### config.mk
export PLATFORM = sky130hd
export DESIGN_NAME = cpu_clock_ctrl
export DESIGN_NICKNAME = d
export VERILOG_FILES = /design/src/rtl/cpu_clock_ctrl.sv
export SDC_FILE = /design/constraint.sdc
export NUM_CORES = 1
export LEC_CHECK = 0
export CAP_MARGIN = 20
export CORE_ASPECT_RATIO = 0.8
export CORE_MARGIN = 10
export CORE_UTILIZATION = 40
export DETAILED_ROUTE_END_ITERATION = 12
export GPL_TIMING_DRIVEN = 0
export PLACE_DENSITY = 0.66
export RECOVER_POWER = 100
export SYNTH_ARGS = -nofsm -noshare
export SYNTH_HDL_FRONTEND = slang
export SYNTH_SLANG_ARGS = --single-unit
### constraint.sdc
create_clock -name clock_in -period 5.1 [get_ports clock_in]
set_clock_uncertainty 0.1 [all_clocks]
set_input_delay 0.51 -clock clock_in [delete_from_list [all_inputs] [get_ports clock_in]]
set_output_delay 0.51 -clock clock_in [all_outputs]
set_load 0.05 [all_outputs]
### src/rtl/cpu_clock_ctrl.sv
// Run/step/halt sequencer: divides clock_in into the CPU clock and counts CPU cycles.
// Optional breakpoint ports are enabled with `define CPU_CLOCK_CTRL_BREAK_EN.
module cpu_clock_ctrl #(
   parameter int DIV_W       = 32,
   parameter int CNT_W       = 32,
   parameter int DEFAULT_DIV = 0,
   parameter int AUTO_RUN    = 0
) (
   input  logic             clock_in,
   input  logic             reset,
   input  logic             run_req,
   input  logic             halt_req,
   input  logic             step_req,
   input  logic             div_load,
   input  logic [DIV_W-1:0] div_value,
`ifdef CPU_CLOCK_CTRL_BREAK_EN
   input  logic [CNT_W-1:0] break_cycle,
   output logic             break_hit,
`endif
   output logic             clock_out,
   output logic             mem_clock_out,
   output logic [1:0]       state,
   output logic [CNT_W-1:0] cycle_count,
   output logic             busy
);

   typedef enum logic [1:0] {
      ST_HALT = 2'd0,
      ST_RUN  = 2'd1,
      ST_STEP = 2'd2
   } state_t;

   localparam state_t RESET_STATE = (AUTO_RUN != 0) ? ST_RUN : ST_HALT;

   state_t           state_r, state_nx_s;
   logic [DIV_W-1:0] div_reg_r, div_cnt_r, div_pend_r;
   logic             pend_valid_r;
   logic             clock_out_r, busy_r;
   logic [CNT_W-1:0] cycle_count_r;
   logic             sync1_r, sync2_r, sync3_r;
   logic             step_pulse_s, tc_s, toggle_s, stop_s, brk_s, rise_s, fall_s;

   // Push-button synchronizer with a third flop for rising-edge detection
   always_ff @(posedge clock_in or posedge reset) begin
      if (reset) begin
         sync1_r <= 1'b0;
         sync2_r <= 1'b0;
         sync3_r <= 1'b0;
      end else begin
         sync1_r <= step_req;
         sync2_r <= sync1_r;
         sync3_r <= sync2_r;
      end
   end

   assign step_pulse_s = sync2_r & ~sync3_r;
   assign tc_s         = (state_r != ST_HALT) && (div_cnt_r >= div_reg_r);

`ifdef CPU_CLOCK_CTRL_BREAK_EN
   logic brk_done_r, break_hit_r, brk_fire_s;

   // brk_done_r keeps a resume at the same cycle_count from re-triggering the break
   assign brk_s      = (state_r == ST_RUN) && !brk_done_r && !clock_out_r &&
                       (cycle_count_r == break_cycle);
   assign brk_fire_s = brk_s & tc_s;
   assign break_hit  = break_hit_r;

   // Breakpoint bookkeeping: sticky hit flag and re-arm on the next CPU rise
   always_ff @(posedge clock_in or posedge reset) begin
      if (reset) begin
         brk_done_r  <= 1'b0;
         break_hit_r <= 1'b0;
      end else begin
         if (brk_fire_s)  brk_done_r <= 1'b1;
         else if (rise_s) brk_done_r <= 1'b0;
         else             brk_done_r <= brk_done_r;
         if (brk_fire_s)                                       break_hit_r <= 1'b1;
         else if (state_r == ST_HALT && state_nx_s != ST_HALT) break_hit_r <= 1'b0;
         else                                                  break_hit_r <= break_hit_r;
      end
   end
`else
   assign brk_s = 1'b0;
`endif

   assign stop_s = halt_req | brk_s;

   // Next-state and toggle decision; stopping only ever happens with clock_out low afterwards
   always_comb begin
      state_nx_s = state_r;
      toggle_s   = 1'b0;
      case (state_r)
         ST_HALT: begin
            if (halt_req)          state_nx_s = ST_HALT;
            else if (step_pulse_s) state_nx_s = ST_STEP;
            else if (run_req)      state_nx_s = ST_RUN;
            else                   state_nx_s = ST_HALT;
         end
         ST_RUN: begin
            if (!tc_s) begin
               state_nx_s = ST_RUN;
            end else if (!stop_s) begin
               toggle_s = 1'b1;
            end else if (clock_out_r) begin
               toggle_s   = 1'b1;
               state_nx_s = ST_HALT;
            end else begin
               state_nx_s = ST_HALT;
            end
         end
         ST_STEP: begin
            if (!tc_s) begin
               state_nx_s = ST_STEP;
            end else begin
               toggle_s   = 1'b1;
               state_nx_s = clock_out_r ? ST_HALT : ST_STEP;
            end
         end
         default: begin
            state_nx_s = ST_HALT;
         end
      endcase
   end

   assign rise_s = toggle_s & ~clock_out_r;
   assign fall_s = toggle_s &  clock_out_r;

   // State, CPU clock, divider counter and cycle counter
   always_ff @(posedge clock_in or posedge reset) begin
      if (reset) begin
         state_r       <= RESET_STATE;
         busy_r        <= (RESET_STATE != ST_HALT);
         clock_out_r   <= 1'b0;
         div_cnt_r     <= '0;
         cycle_count_r <= '0;
      end else begin
         state_r     <= state_nx_s;
         busy_r      <= (state_nx_s != ST_HALT);
         clock_out_r <= clock_out_r ^ toggle_s;
         if (state_r == ST_HALT || tc_s) div_cnt_r <= '0;
         else                            div_cnt_r <= div_cnt_r + DIV_W'(1);
         if (rise_s) cycle_count_r <= cycle_count_r + CNT_W'(1);
         else        cycle_count_r <= cycle_count_r;
      end
   end

   // Divider reload: immediate in HALT, otherwise deferred to the falling toggle
   always_ff @(posedge clock_in or posedge reset) begin
      if (reset) begin
         div_reg_r    <= DIV_W'(DEFAULT_DIV);
         div_pend_r   <= '0;
         pend_valid_r <= 1'b0;
      end else if (div_load && state_r == ST_HALT) begin
         div_reg_r    <= div_value;
         pend_valid_r <= 1'b0;
      end else if (div_load) begin
         div_pend_r   <= div_value;
         pend_valid_r <= 1'b1;
         if (fall_s && pend_valid_r) div_reg_r <= div_pend_r;
         else                        div_reg_r <= div_reg_r;
      end else if (pend_valid_r && (fall_s || state_r == ST_HALT)) begin
         div_reg_r    <= div_pend_r;
         pend_valid_r <= 1'b0;
      end else begin
         div_reg_r    <= div_reg_r;
         pend_valid_r <= pend_valid_r;
      end
   end

   assign clock_out     = clock_out_r;
   assign mem_clock_out = clock_in;
   assign state         = state_r;
   assign cycle_count   = cycle_count_r;
   assign busy          = busy_r;

endmodule

==> flow_summary.json, run 1 <==
{
  "path_cells": "clkbuf_16 > clkbuf_16 > buf_4 > dlygate4sd3_1",
  "num_io_pins": 75,
  "cp-end-kind": "output port",
  "rsz0062_at_grt": "no",
  "seq_power_share_pct": 36.9,
  "grt_pass1_wl_um": 26000,
  "synth_area_mm2": 0.00687,
  "leakagePower_nw": 4.14,
  "run_status": "complete, but fails checks",
  "vias_per_cell": 5.01,
  "die-area_mm2": 0.0228,
  "die_h_um": 137,
  "yosys.stat.seqShare_pct": 49.6,
  "clk_pin_slew_worst_paths_ns": 0.05,
  "drv_slew": 139,
  "areaGrowthSynthToFinish_pct": 24.9,
  "hold_viol_final": 0,
  "violations": "max-capacitance violations, max-slew violations",
  "top_area_cell": "dfrtp_1",
  "grt_use_met3_pct": 4.53,
  "busiest_layer": "met2",
  "overflow": 0,
  "rr_startpoint": "div_cnt_r[27]",
  "wl_per_cell_um": 15.5,
  "antenna_cells": 0,
  "tritoncts": "built",
  "drv_cap": 2,
  "required_ns": 4.49,
  "grt_usage_pct": 13.9,
  "internal-power_w": 0.00283,
  "port_buffers": 74,
  "cp.arrival_ns": 3.67
}
[run 1: worst reg2reg max path, cell delays in order, from the launching register on]
cell and delay (ns):
dfrtp_1 0.44, ha_1 0.34, nand4_1 0.19, nor4_1 0.55, inv_1 0.12, a31o_2 0.27
nor3b_1 0.15, nor3_1 0.26, ha_1 0.38, nand4_1 0.31, nor3_1 0.50, nand2_1 0.17
nor3_1 0.21, xor2_1 0.17
[run 1: routing by layer]
| metal | share of wire, % | wire [um] |
|---|---|---|
| met1 | 47 | 7270 |
| met2 | 47 | 7210 |
| met3 | 4.5 | 688 |
| met4 | 0.89 | 137 |
| met5 | 0 | 0 |
[run 1: path summary, 6_finish.rpt]
kind                       depth (start not counted)              end
max                                                4    mem_clock_out
min                                                0          sync2_r
max reg2reg                                       13  cycle_count[27]
min reg2reg                                        0          sync2_r
max in group asynchronous                          3     div_cnt_r[0]
min in group asynchronous                          2          sync1_r
[run 1: registers in the layout, indices dropped and copies added (netlist names), 2 cells and up]
name and count:
div_reg_r 32, div_cnt_r 32, cycle_count 32, state 2, div_pend_r 32
[run 1: cell families (layout without fill, tap and decap cells)]
group                      count (synthesis)  after routing
AOI/OAI and AO/OA                         71             71
xor gates and xnor gates                  61             61
adders and majority gates                 40             40
buffers and inverters                     64            174
DFF                                      136            136
muxes                                     65             65
and+or+nand+nor                          218            218
[run 1: cell usage after synthesis, drive strengths merged]
cell type  count
and2           1
dfrtp        136
or2            1
nor3          13
o21a           1
nand2         39
a31o           1
xnor2         36
o2bb2ai        1
nor2b          3
a21oi         51
and3          13
inv           45
nor3b          1
and4           5
nand3b         1
nor2          90
nor4b          1
nand4         16
or3            2
mux2i         32
a221o          1
xor2          25
a21boi         1
o211ai         3
o2111ai        1
mux2          33
a2111oi        1
nand2b         3
a211o          1
nand3         25
clkbuf         8
buf           11
ha            40
o21ai          9
nor4           4
[run 1: cells in the final DEF, fill, tap and decap left out, types with 4 or more instances in the layout]
cell type	n
nand3_1	25
clkdlybuf4s50_1	35
and4_1	4
clkbuf_1	18
clkbuf_16	20
dlygate4sd3_1	39
nor3_1	13
o21ai_0	9
a21oi_1	51
nand4_1	14
inv_1	44
and3_1	11
xor2_1	25
clkbuf_8	5
mux2_2	33
xnor2_1	36
dfrtp_1	136
nand2_1	39
nor2_1	90
mux2i_1	32
ha_1	40
[run 1: through the flow]
step	instances	setup TNS [ns]	utilization [%]	cell area [um2]	setup slack, ns
6_report	985	0	51.3	8570	0.823
5_1_grt	985	0	51.3	8570	0.280
4_1_cts	985	0	51.5	8610	0.868
3_5_place_dp	950	0	47.4	7910	0.963
3_3_place_gp	949	-110.66	47.2	7880	-0.820
2_1_floorplan	655	0	-	6870	0.851
[run 1: area by class of cell]
| type | count | area (um2) |
|---|---|---|
| fillers | 1508 | 8140 |
| flip-flops and latches | 136 | 3400 |
| multi-input cells | 455 | 3210 |
| repair buffers | 74 | 736 |
| clock buffers | 30 | 594 |
| well taps | 220 | 275 |
| inverters | 45 | 170 |
| clock inverters | 6 | 111 |
| plain buffers | 19 | 77.6 |
==> run_1/met2.png <==
(3 px per um)
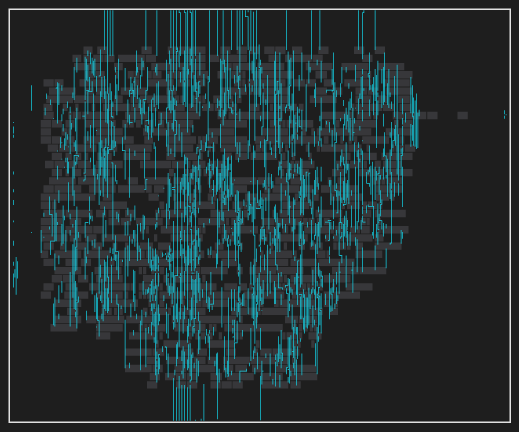
- longest straight run: 50.7 um
- share of all routed wire: 47%
- wire length on this layer: 7210 um
- main direction: vertical
Post-Route WL: 15300 um
vias post-DR: 4932
Global Route met2 Usage: 22.4%

==> run_1/cell_classes.png <==
(2 px per um) Fill, decap, tap and diode cells in gray.
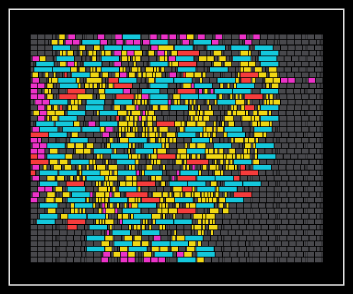
- clock drivers and dummy loads: red (cells 37)
- flip-flops: cyan (cells 136)
- all other logic: yellow (cells 500)
- other buffers and delay cells: magenta (cells 92)
Final Util: 51.3%
final instance area: 0.00857 mm2
Site Rows: 42

==> run_1/port_nets.png <==
(2 px per um)
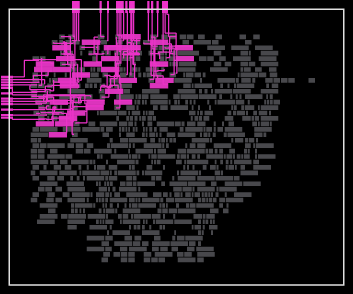
- cycle_count: magenta (direction output; edge 20 top, 12 left; end cells 32; buffers 32; wire 1610 um)

==> run_1/final_clocks.png <==
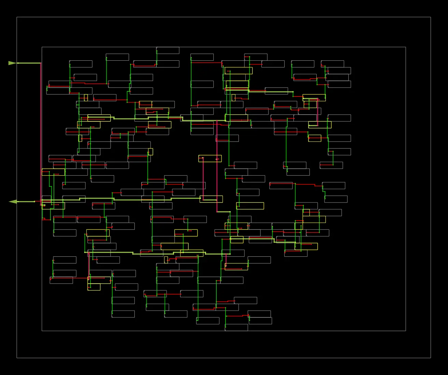
clock network power: 0.00145 W
clk_lat worst skew: 0.53 ns
flop count: 136
clkbuf count: 30

--- run 2 (diff from run 1) ---
--- a/config.mk
+++ b/config.mk
@@ -11,7 +11,7 @@
 export CORE_UTILIZATION = 40
 export DETAILED_ROUTE_END_ITERATION = 12
 export GPL_TIMING_DRIVEN = 0
-export PLACE_DENSITY = 0.66
+export PLACE_DENSITY = 0.68
 export RECOVER_POWER = 100
 export SYNTH_ARGS = -nofsm -noshare
 export SYNTH_HDL_FRONTEND = slang
==> constraint.sdc (replaced) <==
create_clock -name clock_in -period 3.9 [get_ports clock_in]
set_clock_uncertainty 0.1 [all_clocks]
set_input_delay 0.39 -clock clock_in [delete_from_list [all_inputs] [get_ports clock_in]]
set_output_delay 0.39 -clock clock_in [all_outputs]
set_load 0.05 [all_outputs]
==> run 2 against run 1 <==
Combinational power increased by 32%; setup slack got worse by 0.53 ns; via count is essentially flat; sequential power up about 30%; clock power rose by 32%; utilization grew 0.67 points; global-route usage is 0.25 points lower; sequential share of layout area shrank 0.51 points; critical path depth rose by 10; routed wire length decreased by 2.7%; register-to-register slack worse by 0.60 ns; the flow still finishes with violations (max-capacitance violations, max-slew violations); final area rose by 1.3%.
==> flow_summary.json, run 2 <==
{
  "run_status": "complete, but fails checks",
  "violations": "max-capacitance violations, max-slew violations",
  "die-area_mm2": 0.0228,
  "clk_pin_slew_worst_paths_ns": 0.06,
  "rows": 42,
  "nFillCells": 1532,
  "most-common-layout-cells": "136 x dfrtp_1, 88 x nor2_1, 51 x a21oi_1, 44 x inv_1, 40 x ha_1",
  "logic_area_mm2": 0.00327,
  "rsz0062_at_grt": "no",
  "antenna_cells": 0,
  "synthArstFlopShare_pct": 100,
  "yosysMostFrequentCell": "dfrtp_1",
  "overflow": 0,
  "path_cells": "ha_1 > nand4_1 > nor4_4 > inv_1 > a31o_2 > nor3b_1 > nor3_2 > ha_1 > nand3_1 > or3_1 > nor2_2 > and3_1 > nand3_1 > xnor2_1",
  "required_ns": 4.22,
  "synthTopCellsByCount": "136 x dfrtp_1, 90 x nor2_1, 51 x a21oi_1",
  "clkLatencyLatePin_ns": 0.53,
  "cp-end-kind": "register",
  "drv_slew": 36,
  "synth-edff-count": 0,
  "vias_per_cell": 4.98,
  "drv_cap": 1,
  "yosys.stat.seqShare_pct": 49.6,
  "synth_area_mm2": 0.00687,
  "cp.arrival_ns": 3.93,
  "leakagePower_nw": 4.20,
  "areaGrowthSynthToFinish_pct": 26.5,
  "top_area_cell": "dfrtp_1",
  "ys.flop_type": "dfrtp_1",
  "wl_per_cell_um": 15.0,
  "num_vias": 4931,
  "hold_viol_final": 0,
  "stdcell_count": 991,
  "grt_pass1_wl_um": 25500,
  "tritoncts": "built",
  "ys.flops": 136,
  "grt_usage_pct": 13.7,
  "seq_area_mm2": 0.00340,
  "ys_area_mm2": 0.00687
}
[run 2: cell counts after synthesis]
Identical to the previous run, type by type.
[run 2: area by class of cell]
| type | count | area share [%] |
|---|---|---|
| Sequential cell | 136 | 39.2 |
| Multi-Input combinational cell | 455 | 37.6 |
| Buffer | 19 | 0.907 |
| Clock inverter | 12 | 2.00 |
| Inverter | 45 | 1.96 |
| Timing Repair Buffer | 80 | 9.07 |
| Clock buffer | 24 | 6.12 |
| Tap cell | 220 | 3.17 |
[run 2: path summary, 6_finish.rpt]
| check | startpoint | slack [ns] | to | cells after the start |
|---|---|---|---|---|
| min reg2reg | sync1_r | 0.25 | sync2_r | 0 |
| max | div_cnt_r[23] | 0.29 | cycle_count[22] | 14 |
| min in group asynchronous | reset | 0.51 | busy | 2 |
| max in group asynchronous | reset | 0.63 | div_pend_r[25] | 5 |
| min | sync1_r | 0.25 | sync2_r | 0 |
| max reg2reg | div_cnt_r[23] | 0.29 | cycle_count[22] | 14 |
[run 2: through the flow]
stage          setup WS (ns)  util (%)  instance area, um2  hold WS (ns)  setup TNS [ns]
6_report               0.291      52.0                8690         0.247               0
3_5_place_dp          -0.281      47.5                7950         0.236           -7.34
2_1_floorplan          0.396         -                6870         0.231               0
4_1_cts               0.0346      52.1                8700         0.181               0
5_1_grt               0.0171      52.0                8690         0.270               0
3_3_place_gp          -0.201      47.2                7890         0.233           -3.41
[run 2: where the power goes]
| group | switching (W) | internal (W) | total, W |
|---|---|---|---|
| combinational | 0.000904 | 0.000658 | 0.00156 |
| sequential | 0.000193 | 0.00179 | 0.00199 |
| clock | 0.000678 | 0.00124 | 0.00192 |
[run 2: cells by family after synthesis]
family	Yosys count
AOI/OAI and AO/OA	71
muxes	65
and+or+nand+nor	218
buffers and inverters	64
xor gates and xnor gates	61
DFF	136
adders and majority gates	40
[run 2: what timing repair did]
item | CTS | global route
buffers inserted | 2 | 2
pin swaps | 2 | 3
setup endpoints to repair | 48 | 46
resized | 8 | 5
[run 2: worst reg2reg max path, delay by kind of cell, from the launching register on]
| family | cells | cell delay (ns) |
|---|---|---|
| AND/OR/NAND/NOR | 9 | 1.91 |
| XOR/XNOR | 1 | 0.13 |
| adder cells (fa/ha/maj) | 2 | 0.57 |
| AND-OR/OR-AND | 1 | 0.27 |
| buffers and inverters | 1 | 0.09 |
| flip-flops | 1 | 0.45 |
[run 2: metal layers]
layer	up-vias	global-route usage, %	share of wire [%]
li1	2442	-	-
met1	2380	18.5	50
met2	94	19.9	44
met3	15	4.24	4.8
met4	0	5.65	1.2
met5	-	0	0
==> run_2/port_nets.png <==
(2 px per um)
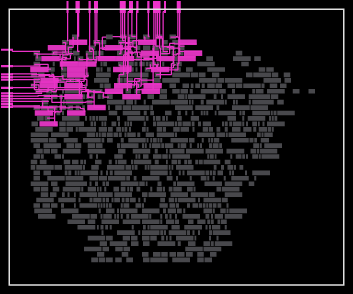
io pins: 75
port buffer count: 74

==> run_2/cell_classes.png <==
(2 px per um) Fill, decap, tap and diode cells in gray.
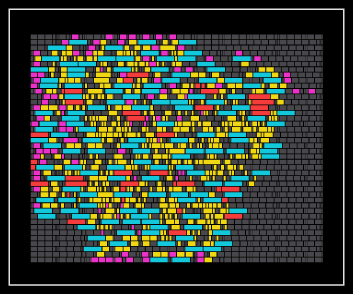
area of the core: 0.0167 mm2
final instance area: 0.00869 mm2
sequential share of cell area: 39.2%
Final Util: 52.0%

--- run 3 (diff from run 2) ---
--- a/config.mk
+++ b/config.mk
@@ -9,6 +9,7 @@
 export CORE_ASPECT_RATIO = 0.8
 export CORE_MARGIN = 10
 export CORE_UTILIZATION = 40
+export CTS_CLUSTER_DIAMETER = 80
 export DETAILED_ROUTE_END_ITERATION = 12
 export GPL_TIMING_DRIVEN = 0
 export PLACE_DENSITY = 0.68
==> run 3 against run 2 <==
The run still ends with max-capacitance violations, max-slew violations left; utilization unchanged; largest cell class unchanged; sequential power about the same; largest power group unchanged; hold slack unchanged; clock power about the same; critical path depth unchanged.
==> flow_summary.json, run 3 <==
{
  "routed_wl_um": 14900,
  "drv_slew": 36,
  "placed_area_mm2": 0.00795,
  "synthTopCellsByCount": "136 x dfrtp_1, 90 x nor2_1, 51 x a21oi_1",
  "rows": 42,
  "run_status": "complete, but fails checks",
  "internal-power_w": 0.00369,
  "reg2reg_slack_ns": 0.29,
  "worstRegToRegCells": 14,
  "busiest_layer": "met2",
  "power.switching_w": 0.00177,
  "num_vias": 4931,
  "path_cells": "ha_1 > nand4_1 > nor4_4 > inv_1 > a31o_2 > nor3b_1 > nor3_2 > ha_1 > nand3_1 > or3_1 > nor2_2 > and3_1 > nand3_1 > xnor2_1",
  "fin_area_mm2": 0.00869,
  "rsz0062_at_grt": "no",
  "violations": "max-capacitance violations, max-slew violations",
  "die-area_mm2": 0.0228,
  "hold_path_depth": 0,
  "vias_per_cell": 4.98,
  "drv_cap": 1
}
==> run 3: cell counts after synthesis <==
Identical to the previous run, type by type.
==> run 3: power groups by stage <==
stage | clock network (W) | logic (W) | registers, W
6_report | 0.00192 | 0.00156 | 0.00199
5_1_grt | 0.00202 | 0.00180 | 0.00204
4_1_cts | 0.00195 | 0.00159 | 0.00199
3_5_place_dp | 0.0000734 | 0.00156 | 0.00201
3_3_place_gp | 0.0000734 | 0.00151 | 0.00200
2_1_floorplan | 0.0000553 | 0.00112 | 0.00201
==> run 3: metal layers <==
layer | routed length [um] | part of all wire, % | vias to the layer above
met5 | 0 | 0 | -
met3 | 716 | 4.8 | 15
li1 | - | - | 2442
met4 | 186 | 1.2 | 0
met1 | 7480 | 50 | 2380
met2 | 6510 | 44 | 94
==> run 3: cell families after synthesis <==
kind of cell	after synthesis	synth area share, %
fa+ha+maj	40	7.29
simple gates	218	15.9
compound gates	71	5.70
buf+inv	64	3.64
xor+xnor	61	7.78
mux	65	10.1
flops	136	49.6
==> run 3: area by class of cell <==
| class | instances | area (um2) | area share, % |
|---|---|---|---|
| repair buffers | 80 | 788 | 9.07 |
| clock inverters | 12 | 174 | 2.00 |
| multi-input cells | 455 | 3270 | 37.6 |
| well taps | 220 | 275 | 3.17 |
| inverters | 45 | 170 | 1.96 |
| flip-flops and latches | 136 | 3400 | 39.2 |
| clock buffers | 24 | 532 | 6.12 |
| plain buffers | 19 | 78.8 | 0.907 |
==> run 3: repair_timing <==
item                                   4_1_cts  5_1_grt
setup endpoints to repair                   48       46
buffers inserted                             2        2
gates resized                                8        5
endpoints found under the hold margin        0        0
pin swaps                                    2        3
==> run 3: per-stage QoR <==
stage | setup slack, ns | cells
2_1_floorplan | 0.396 | 655
3_3_place_gp | -0.201 | 949
3_5_place_dp | -0.281 | 952
4_1_cts | 0.0346 | 989
5_1_grt | 0.0171 | 991
6_report | 0.291 | 991
==> run 3: how the worst max path moves through the flow <==
| stage | startpoint | to | slack (ns) | cells after the start |
|---|---|---|---|---|
| 6_report | div_cnt_r[23] | cycle_count[22] | 0.29 | 14 |
| 5_1_grt | div_cnt_r[9] | cycle_count[27] | 0.02 | 13 |
| 4_1_cts | div_cnt_r[27] | cycle_count[22] | 0.03 | 14 |
| 3_5_place_dp | div_cnt_r[27] | cycle_count[29] | -0.28 | 13 |
| 3_3_place_gp | div_cnt_r[27] | cycle_count[28] | -0.20 | 13 |
| 2_1_floorplan | div_cnt_r[27] | cycle_count[22] | 0.40 | 14 |
==> run 3: worst max-delay path: cells and delay by family (launching register included) <==
kind / cells / cell delay, ns
buffers and inverters: 1 / 0.09
flip-flops: 1 / 0.45
XOR/XNOR: 1 / 0.13
AND-OR/OR-AND: 1 / 0.27
AND/OR/NAND/NOR: 9 / 1.91
adder cells (fa/ha/maj): 2 / 0.56
==> run_3/port_nets.png <==
(2 px per um)
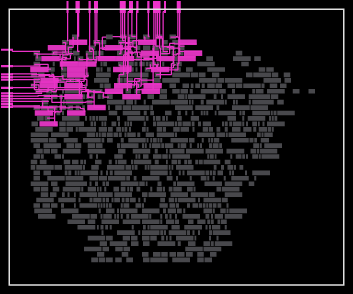
- cycle_count: magenta (direction output; edge 20 top, 12 left; end cells 32; buffers 32; wire 1540 um)

==> run_3/cell_classes.png <==
(2 px per um) Fill, decap, tap and diode cells in gray.
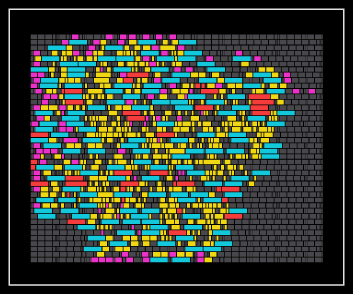
- all other logic: yellow (cells 500)
- flip-flops: cyan (cells 136)
- clock drivers and dummy loads: red (cells 37)
- other buffers and delay cells: magenta (cells 98)

Power figures rest on the tool's default switching activity, not on a simulated workload.
